--- src/rtl/colour_classifier.sv ---
// colour_classifier
// Steps a TCS-style frequency-output colour sensor through its red, blue and
// green filters. For each filter it waits a settle period and then counts the
// rising edges of the sensor output over a fixed window. From the three counts
// it classifies the patch as white, red, green, blue or none. The result and
// the raw counts are held until the next accepted measure request.
//
// Ports:
//   clk      in   system clock
//   reset    in   synchronous, active-high reset
//   sensor   in   asynchronous sensor frequency output
//   measure  in   start request, accepted only in IDLE or DONE
//   S2, S3   out  filter select {S2,S3}: red 00, blue 01, green 11
//   busy     out  high from the cycle after acceptance until valid
//   color    out  000 white, 001 red, 010 green, 011 blue, 100 none
//   r_cnt, b_cnt, g_cnt  out  latched edge counts (saturating)
//   valid    out  result available, held until the next accepted measure
//
// Optional feature macro: CSENSE_DEGLITCH_EN
//   Defined:     the filtered sensor level changes only after the synchronised
//                input has held its new value for 3 consecutive cycles.
//   Not defined: the filtered level is the synchroniser output.

module colour_classifier #(
  parameter int WINDOW    = 600000,
  parameter int SETTLE    = 1000,
  parameter int CNT_W     = 10,
  parameter int WHITE_TH  = 65,
  parameter int RED_TH    = 45,
  parameter int BLUE_TH   = 40,
  parameter int GREEN_MIN = 10
) (
  input  logic             clk,
  input  logic             reset,
  input  logic             sensor,
  input  logic             measure,
  output logic             S2,
  output logic             S3,
  output logic             busy,
  output logic [2:0]       color,
  output logic [CNT_W-1:0] r_cnt,
  output logic [CNT_W-1:0] b_cnt,
  output logic [CNT_W-1:0] g_cnt,
  output logic             valid
);

  typedef enum logic [2:0] {
    IDLE,
    START,
    PH_SETTLE,
    PH_MEAS,
    DECIDE,
    DONE
  } state_t;

  typedef enum logic [1:0] {
    F_RED,
    F_BLUE,
    F_GREEN
  } filter_t;

  localparam logic [2:0] COL_WHITE = 3'b000;
  localparam logic [2:0] COL_RED   = 3'b001;
  localparam logic [2:0] COL_GREEN = 3'b010;
  localparam logic [2:0] COL_BLUE  = 3'b011;
  localparam logic [2:0] COL_NONE  = 3'b100;

  // The phase timer only ever holds (length - 1), so TMAX values need clog2(TMAX) bits.
  localparam int TMAX = (WINDOW > SETTLE) ? WINDOW : SETTLE;
  localparam int TW   = (TMAX > 1) ? $clog2(TMAX) : 1;

  localparam logic [TW-1:0]    SETTLE_LOAD = TW'(SETTLE - 1);
  localparam logic [TW-1:0]    WINDOW_LOAD = TW'(WINDOW - 1);
  localparam logic [CNT_W-1:0] CNT_MAX     = '1;

  state_t           r_state;
  state_t           w_nextState;
  filter_t          r_filter;
  logic [TW-1:0]    r_timer;
  logic             w_timerDone;

  logic             r_sync1;
  logic             r_sync2;
  logic             w_filt;
  logic             r_prev;
  logic             w_rise;

  logic [CNT_W-1:0] r_redCnt;
  logic [CNT_W-1:0] r_blueCnt;
  logic [CNT_W-1:0] r_greenCnt;

  logic [2:0]       w_color;
  logic [2:0]       r_color;
  logic [CNT_W-1:0] r_redOut;
  logic [CNT_W-1:0] r_blueOut;
  logic [CNT_W-1:0] r_greenOut;
  logic             r_busy;
  logic             r_valid;

  // Two-flop synchroniser for the asynchronous sensor output.
  always_ff @(posedge clk) begin
    if (reset) begin
      r_sync1 <= 1'b0;
      r_sync2 <= 1'b0;
    end else begin
      r_sync1 <= sensor;
      r_sync2 <= r_sync1;
    end
  end

`ifdef CSENSE_DEGLITCH_EN
  logic       r_filt;
  logic [1:0] r_dgCnt;

  // r_dgCnt counts consecutive cycles on which the synchronised level disagrees
  // with the filtered level; the third such cycle commits the new level.
  always_ff @(posedge clk) begin
    if (reset) begin
      r_filt  <= 1'b0;
      r_dgCnt <= 2'd0;
    end else if (r_sync2 != r_filt) begin
      if (r_dgCnt == 2'd2) begin
        r_filt  <= r_sync2;
        r_dgCnt <= 2'd0;
      end else begin
        r_dgCnt <= r_dgCnt + 2'd1;
      end
    end else begin
      r_dgCnt <= 2'd0;
    end
  end

  assign w_filt = r_filt;
`else
  assign w_filt = r_sync2;
`endif

  always_ff @(posedge clk) begin
    if (reset) begin
      r_prev <= 1'b0;
    end else begin
      r_prev <= w_filt;
    end
  end

  assign w_rise      = w_filt & ~r_prev;
  assign w_timerDone = (r_timer == '0);

  always_ff @(posedge clk) begin
    if (reset) begin
      r_state <= IDLE;
    end else begin
      r_state <= w_nextState;
    end
  end

  always_comb begin
    w_nextState = r_state;
    case (r_state)
      IDLE, DONE: begin
        if (measure) begin
          w_nextState = START;
        end
      end
      START: begin
        w_nextState = PH_SETTLE;
      end
      PH_SETTLE: begin
        if (w_timerDone) begin
          w_nextState = PH_MEAS;
        end
      end
      PH_MEAS: begin
        if (w_timerDone) begin
          w_nextState = (r_filter == F_GREEN) ? DECIDE : PH_SETTLE;
        end
      end
      DECIDE: begin
        w_nextState = DONE;
      end
      default: begin
        w_nextState = IDLE;
      end
    endcase
  end

  // Classification priority: white, red, blue, green, none.
  always_comb begin
    w_color = COL_NONE;
    if (int'(r_redCnt) >= WHITE_TH) begin
      w_color = COL_WHITE;
    end else if (int'(r_redCnt) >= RED_TH) begin
      w_color = COL_RED;
    end else if (int'(r_blueCnt) >= BLUE_TH) begin
      w_color = COL_BLUE;
    end else if (int'(r_greenCnt) >= GREEN_MIN) begin
      w_color = COL_GREEN;
    end
  end

  // Phase timer, filter sequencing, saturating edge counters and result latch.
  always_ff @(posedge clk) begin
    if (reset) begin
      r_filter   <= F_RED;
      r_timer    <= '0;
      r_redCnt   <= '0;
      r_blueCnt  <= '0;
      r_greenCnt <= '0;
      r_color    <= COL_WHITE;
      r_redOut   <= '0;
      r_blueOut  <= '0;
      r_greenOut <= '0;
      r_busy     <= 1'b0;
      r_valid    <= 1'b0;
    end else begin
      case (r_state)
        IDLE, DONE: begin
          if (measure) begin
            r_filter   <= F_RED;
            r_redCnt   <= '0;
            r_blueCnt  <= '0;
            r_greenCnt <= '0;
          end
        end
        START: begin
          r_busy   <= 1'b1;
          r_valid  <= 1'b0;
          r_filter <= F_RED;
          r_timer  <= SETTLE_LOAD;
        end
        PH_SETTLE: begin
          r_timer <= w_timerDone ? WINDOW_LOAD : r_timer - TW'(1);
        end
        PH_MEAS: begin
          if (w_rise) begin
            case (r_filter)
              F_RED: begin
                if (r_redCnt != CNT_MAX) r_redCnt <= r_redCnt + CNT_W'(1);
              end
              F_BLUE: begin
                if (r_blueCnt != CNT_MAX) r_blueCnt <= r_blueCnt + CNT_W'(1);
              end
              default: begin
                if (r_greenCnt != CNT_MAX) r_greenCnt <= r_greenCnt + CNT_W'(1);
              end
            endcase
          end
          if (w_timerDone) begin
            if (r_filter != F_GREEN) begin
              r_filter <= (r_filter == F_RED) ? F_BLUE : F_GREEN;
              r_timer  <= SETTLE_LOAD;
            end
          end else begin
            r_timer <= r_timer - TW'(1);
          end
        end
        DECIDE: begin
          r_color    <= w_color;
          r_redOut   <= r_redCnt;
          r_blueOut  <= r_blueCnt;
          r_greenOut <= r_greenCnt;
          r_busy     <= 1'b0;
          r_valid    <= 1'b1;
          r_filter   <= F_RED;
        end
        default: begin
          r_timer <= '0;
        end
      endcase
    end
  end

  assign S2    = (r_filter == F_GREEN);
  assign S3    = (r_filter != F_RED);
  assign busy  = r_busy;
  assign valid = r_valid;
  assign color = r_color;
  assign r_cnt = r_redOut;
  assign b_cnt = r_blueOut;
  assign g_cnt = r_greenOut;

endmodule

--- config.mk ---
export PLATFORM = sky130hd
export DESIGN_NAME = colour_classifier
export DESIGN_NICKNAME = d
export VERILOG_FILES = /design/src/rtl/colour_classifier.sv
export SDC_FILE = /design/constraint.sdc
export NUM_CORES = 1
export LEC_CHECK = 0
export ABC_AREA = 1
export ABC_CLOCK_PERIOD_IN_PS = 1730
export CAP_MARGIN = 20
export CELL_PAD_IN_SITES_DETAIL_PLACEMENT = 0
export CELL_PAD_IN_SITES_GLOBAL_PLACEMENT = 1
export CORE_MARGIN = 3
export CORE_UTILIZATION = 40
export CTS_BUF_LIST = sky130_fd_sc_hd__clkbuf_4 sky130_fd_sc_hd__clkbuf_8 sky130_fd_sc_hd__clkbuf_16
export DETAILED_ROUTE_END_ITERATION = 10
export GPL_TIMING_DRIVEN = 0
export PLACE_DENSITY_LB_ADDON = 0.1
export SYNTH_ARGS = -nofsm -noshare
export SYNTH_HDL_FRONTEND = slang
export SYNTH_SLANG_ARGS = --single-unit
export TNS_END_PERCENT = 100
--- constraint.sdc ---
create_clock -name clk -period 1.73 [get_ports clk]
set_input_delay 0.2595 -clock clk [delete_from_list [all_inputs] [get_ports clk]]
set_output_delay 0.2595 -clock clk [all_outputs]
set_load 0.02 [all_outputs]
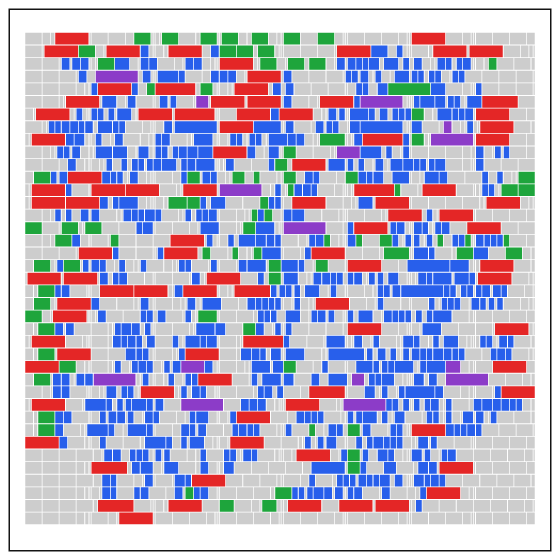
Figure 1: cells coloured by class.
Fill, decap, tap and diode cells in grey.
legend:
  registers:
    colour: red
    cells: 93
    share_of_their_area: 31%
  remaining logic cells:
    colour: blue
    cells: 611
    share_of_their_area: 53%
  clock drivers and dummy loads:
    colour: purple
    cells: 15
    share_of_their_area: 4.7%
  remaining buffers and delay cells:
    colour: green
    cells: 83
    share_of_their_area: 12%
flop share of the area: 0.303
cell area after layout: 0.00623 sq mm
number of placement rows: 39
area of the core: 0.0117 sq mm

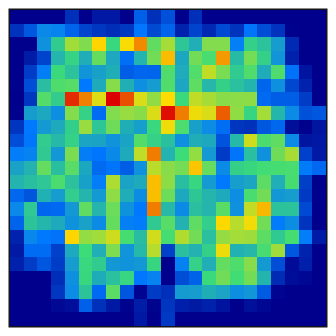
Figure 2: wire density map.
23 x 23 tiles, from dark blue (low) to red (high), scaled to the fullest tile. Values are wire area over tile area, all layers added.
fullest tile: 0.52
mean over tiles: 0.17
densest ninth of the die: centre
nearly empty tiles: 17%
tiles over half the peak: 24%
overall routing resource usage: 0.219
Total Routed Length: 14.4 mm
total vias in the final route: 4842
Avg WL per Cell: 15.2 um

==> writeup.txt <==
The run reported a max-capacitance violation count of 0. According to the hold report, the worst path is of the in -> reg type. The power per standard cell area works out to 1480 mW/mm^2.

The transition time recorded at the tightest slew-check pin is 0.717 ns. The total overflow reported by the global router came out at 0. Setup repair after global routing could not meet its margin everywhere. The distinct cell type count after synthesis came out at 34. The tools report the instance count of the mapped netlist as 729. The post-cts resize count was 32. The commonest non-fill, non-tap cell in the layout was sky130_fd_sc_hd__nand2_1. The vertical die dimension is 116 um, and the total clock sinks is 93.

Number of logged tool warnings: 34. The endpoint identified for the worst register-to-register timing path is r_greenCnt[3]. For the power consumed by the clock network, the log shows 0.00191 W.

STA classifies the critical path startpoint as a register. The run gives 1.91 ns as the data arrival time of the worst path. The switching share of power was 0.442. Leaving out fill and tap cells, the most frequent cells in the layout are 164 x sky130_fd_sc_hd__nand2_1, 93 x sky130_fd_sc_hd__nor2_1, 83 x sky130_fd_sc_hd__dfxtp_1.

Yosys reported a register bit count of 93. With the maximum level of the CTS H-tree at 3, the number of flip-flops under the largest register name is 20. In this run the layout overhead on the synthesized area is reported as 28.0%. The fmax is 612 MHz. The final setup violation count was 0. For this run, the leading register cell type out of synthesis is sky130_fd_sc_hd__dfxtp_1. The run gives 0 for the async set-reset flop share out of synthesis. The global placer's final weighted congestion is 0.869. The run gives 0.418 as the share of the core filled by cells before placement. The time the worst path needs with I/O delays and setup was 1.63 ns; the average instance area after synthesis was 6.68 sq um.

The first global-routing pass estimated 23.1 mm of wire. Along the worst path, the maximum fanout reaches 8. The worst clock skew came out at 0.00850 ns. Timing analysis after detailed placement gives a worst setup slack of -0.326 ns.

The logs give 0 for the hold violation count in the final report and 2 for the largest buffer count on any clock path. Per the timing report, the most critical flop-to-flop path originates at r_greenCnt[1]. The floorplan report gives the top-level pin count as 41. After layout, the design draws a total of 0.00922 W. TritonCTS built the clock tree. STA reports a reg2reg setup slack of 0.1 ns. The net switching power was 0.00407 W. CTS placed an instance of sky130_fd_sc_hd__clkbuf_16 at the clock tree root. The run finished with clean final reports. In the Yosys report the total cell count is 729. The antenna diode instance count is 0. The count of hold-fix buffers inserted at cts was 0. The worst setup path is captured at a register. The logs give 0 for the count of final max-slew check failures and 945 for the number of standard cells in the final layout excluding fillers. The number of nets handed over by synthesis was 742. The run gives 0.382 as the proportion of synthesized chip area in sequential cells. For the power consumed by sequential cells, the log shows 0.00263 W.

The number of nets at the end of the flow was 811; the number of remaining DRC errors was 0. The logs give 0 ns for the final sum of negative setup slack and 0.00515 W for the internal power consumption. Note, the detailed placer reported a final HPWL of 10.3 mm. The count of library flops with an enable pin came out at 0.
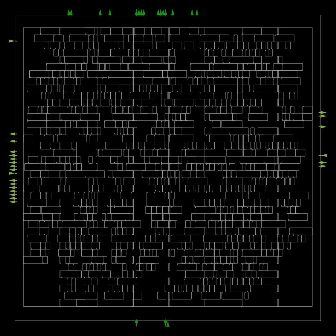
Figure 3: placed standard cells.
post-layout util: 0.534
number of well-tap cells placed: 143
Seq Cell Count: 93

-- cells by family (layout without fill, tap and decap cells) --
group | Yosys count | after routing | share of synthesized area
xor+xnor | 19 | 19 | 0.0342
compound gates | 128 | 128 | 0.135
buf+inv | 92 | 165 | 0.0776
simple gates | 388 | 388 | 0.348
fa+ha+maj | 9 | 9 | 0.0231
flops | 93 | 93 | 0.382
-- synth_stat cells (2+ instances only) --
| cell | instances | area share |
|---|---|---|
| sky130_fd_sc_hd__buf_6 | 2 | 0.0046 |
| sky130_fd_sc_hd__o21ai_0 | 43 | 0.044 |
| sky130_fd_sc_hd__nor3_1 | 8 | 0.0082 |
| sky130_fd_sc_hd__o21ai_2 | 2 | 0.0036 |
| sky130_fd_sc_hd__nor2_2 | 2 | 0.0026 |
| sky130_fd_sc_hd__a21oi_1 | 80 | 0.082 |
| sky130_fd_sc_hd__inv_1 | 63 | 0.049 |
| sky130_fd_sc_hd__nor2_1 | 114 | 0.088 |
| sky130_fd_sc_hd__clkbuf_1 | 13 | 0.010 |
| sky130_fd_sc_hd__nand4_1 | 19 | 0.024 |
| sky130_fd_sc_hd__inv_2 | 3 | 0.0023 |
| sky130_fd_sc_hd__nand2_2 | 7 | 0.0090 |
| sky130_fd_sc_hd__nand3_2 | 3 | 0.0062 |
| sky130_fd_sc_hd__nand2_1 | 172 | 0.13 |
| sky130_fd_sc_hd__xor2_1 | 17 | 0.031 |
| sky130_fd_sc_hd__dfxtp_1 | 93 | 0.38 |
| sky130_fd_sc_hd__nor2_4 | 3 | 0.0069 |
| sky130_fd_sc_hd__nand3_1 | 52 | 0.053 |
| sky130_fd_sc_hd__nor3b_1 | 2 | 0.0031 |
| sky130_fd_sc_hd__nand3b_1 | 2 | 0.0031 |
| sky130_fd_sc_hd__xnor2_1 | 2 | 0.0036 |
| sky130_fd_sc_hd__buf_2 | 4 | 0.0041 |
| sky130_fd_sc_hd__buf_1 | 2 | 0.0015 |
| sky130_fd_sc_hd__buf_4 | 3 | 0.0046 |
| sky130_fd_sc_hd__ha_1 | 9 | 0.023 |
-- critical path: stages, from the launching register on --
cell,delay [ns]
sky130_fd_sc_hd__dfxtp_4,0.38
sky130_fd_sc_hd__ha_4,0.16
sky130_fd_sc_hd__nand2_2,0.08
sky130_fd_sc_hd__nor2_4,0.16
sky130_fd_sc_hd__nand3_2,0.10
sky130_fd_sc_hd__nand2_1,0.07
sky130_fd_sc_hd__inv_1,0.08
sky130_fd_sc_hd__o21ai_4,0.28
sky130_fd_sc_hd__nand2_1,0.12
sky130_fd_sc_hd__a21oi_2,0.13
-- layer usage --
metal  vias to the layer above  track usage  wire, um
met5                         -            0         0
met4                         0       0.0480       200
met3                        16       0.0617       698
met2                        88        0.359      6800
met1                      2240        0.289      6670
li1                       2498            -         -
-- layout make-up --
type                            count  area [sq um]
Fill cell                        1132          5430
Timing Repair Buffer               58           548
Tap cell                          143           179
Buffer                             25           149
Inverter                           67           262
Clock buffer                       12           260
Clock inverter                      3          21.3
Multi-Input combinational cell    544          2930
Sequential cell                    93          1890
Power is estimated from default activity; no workload was simulated.
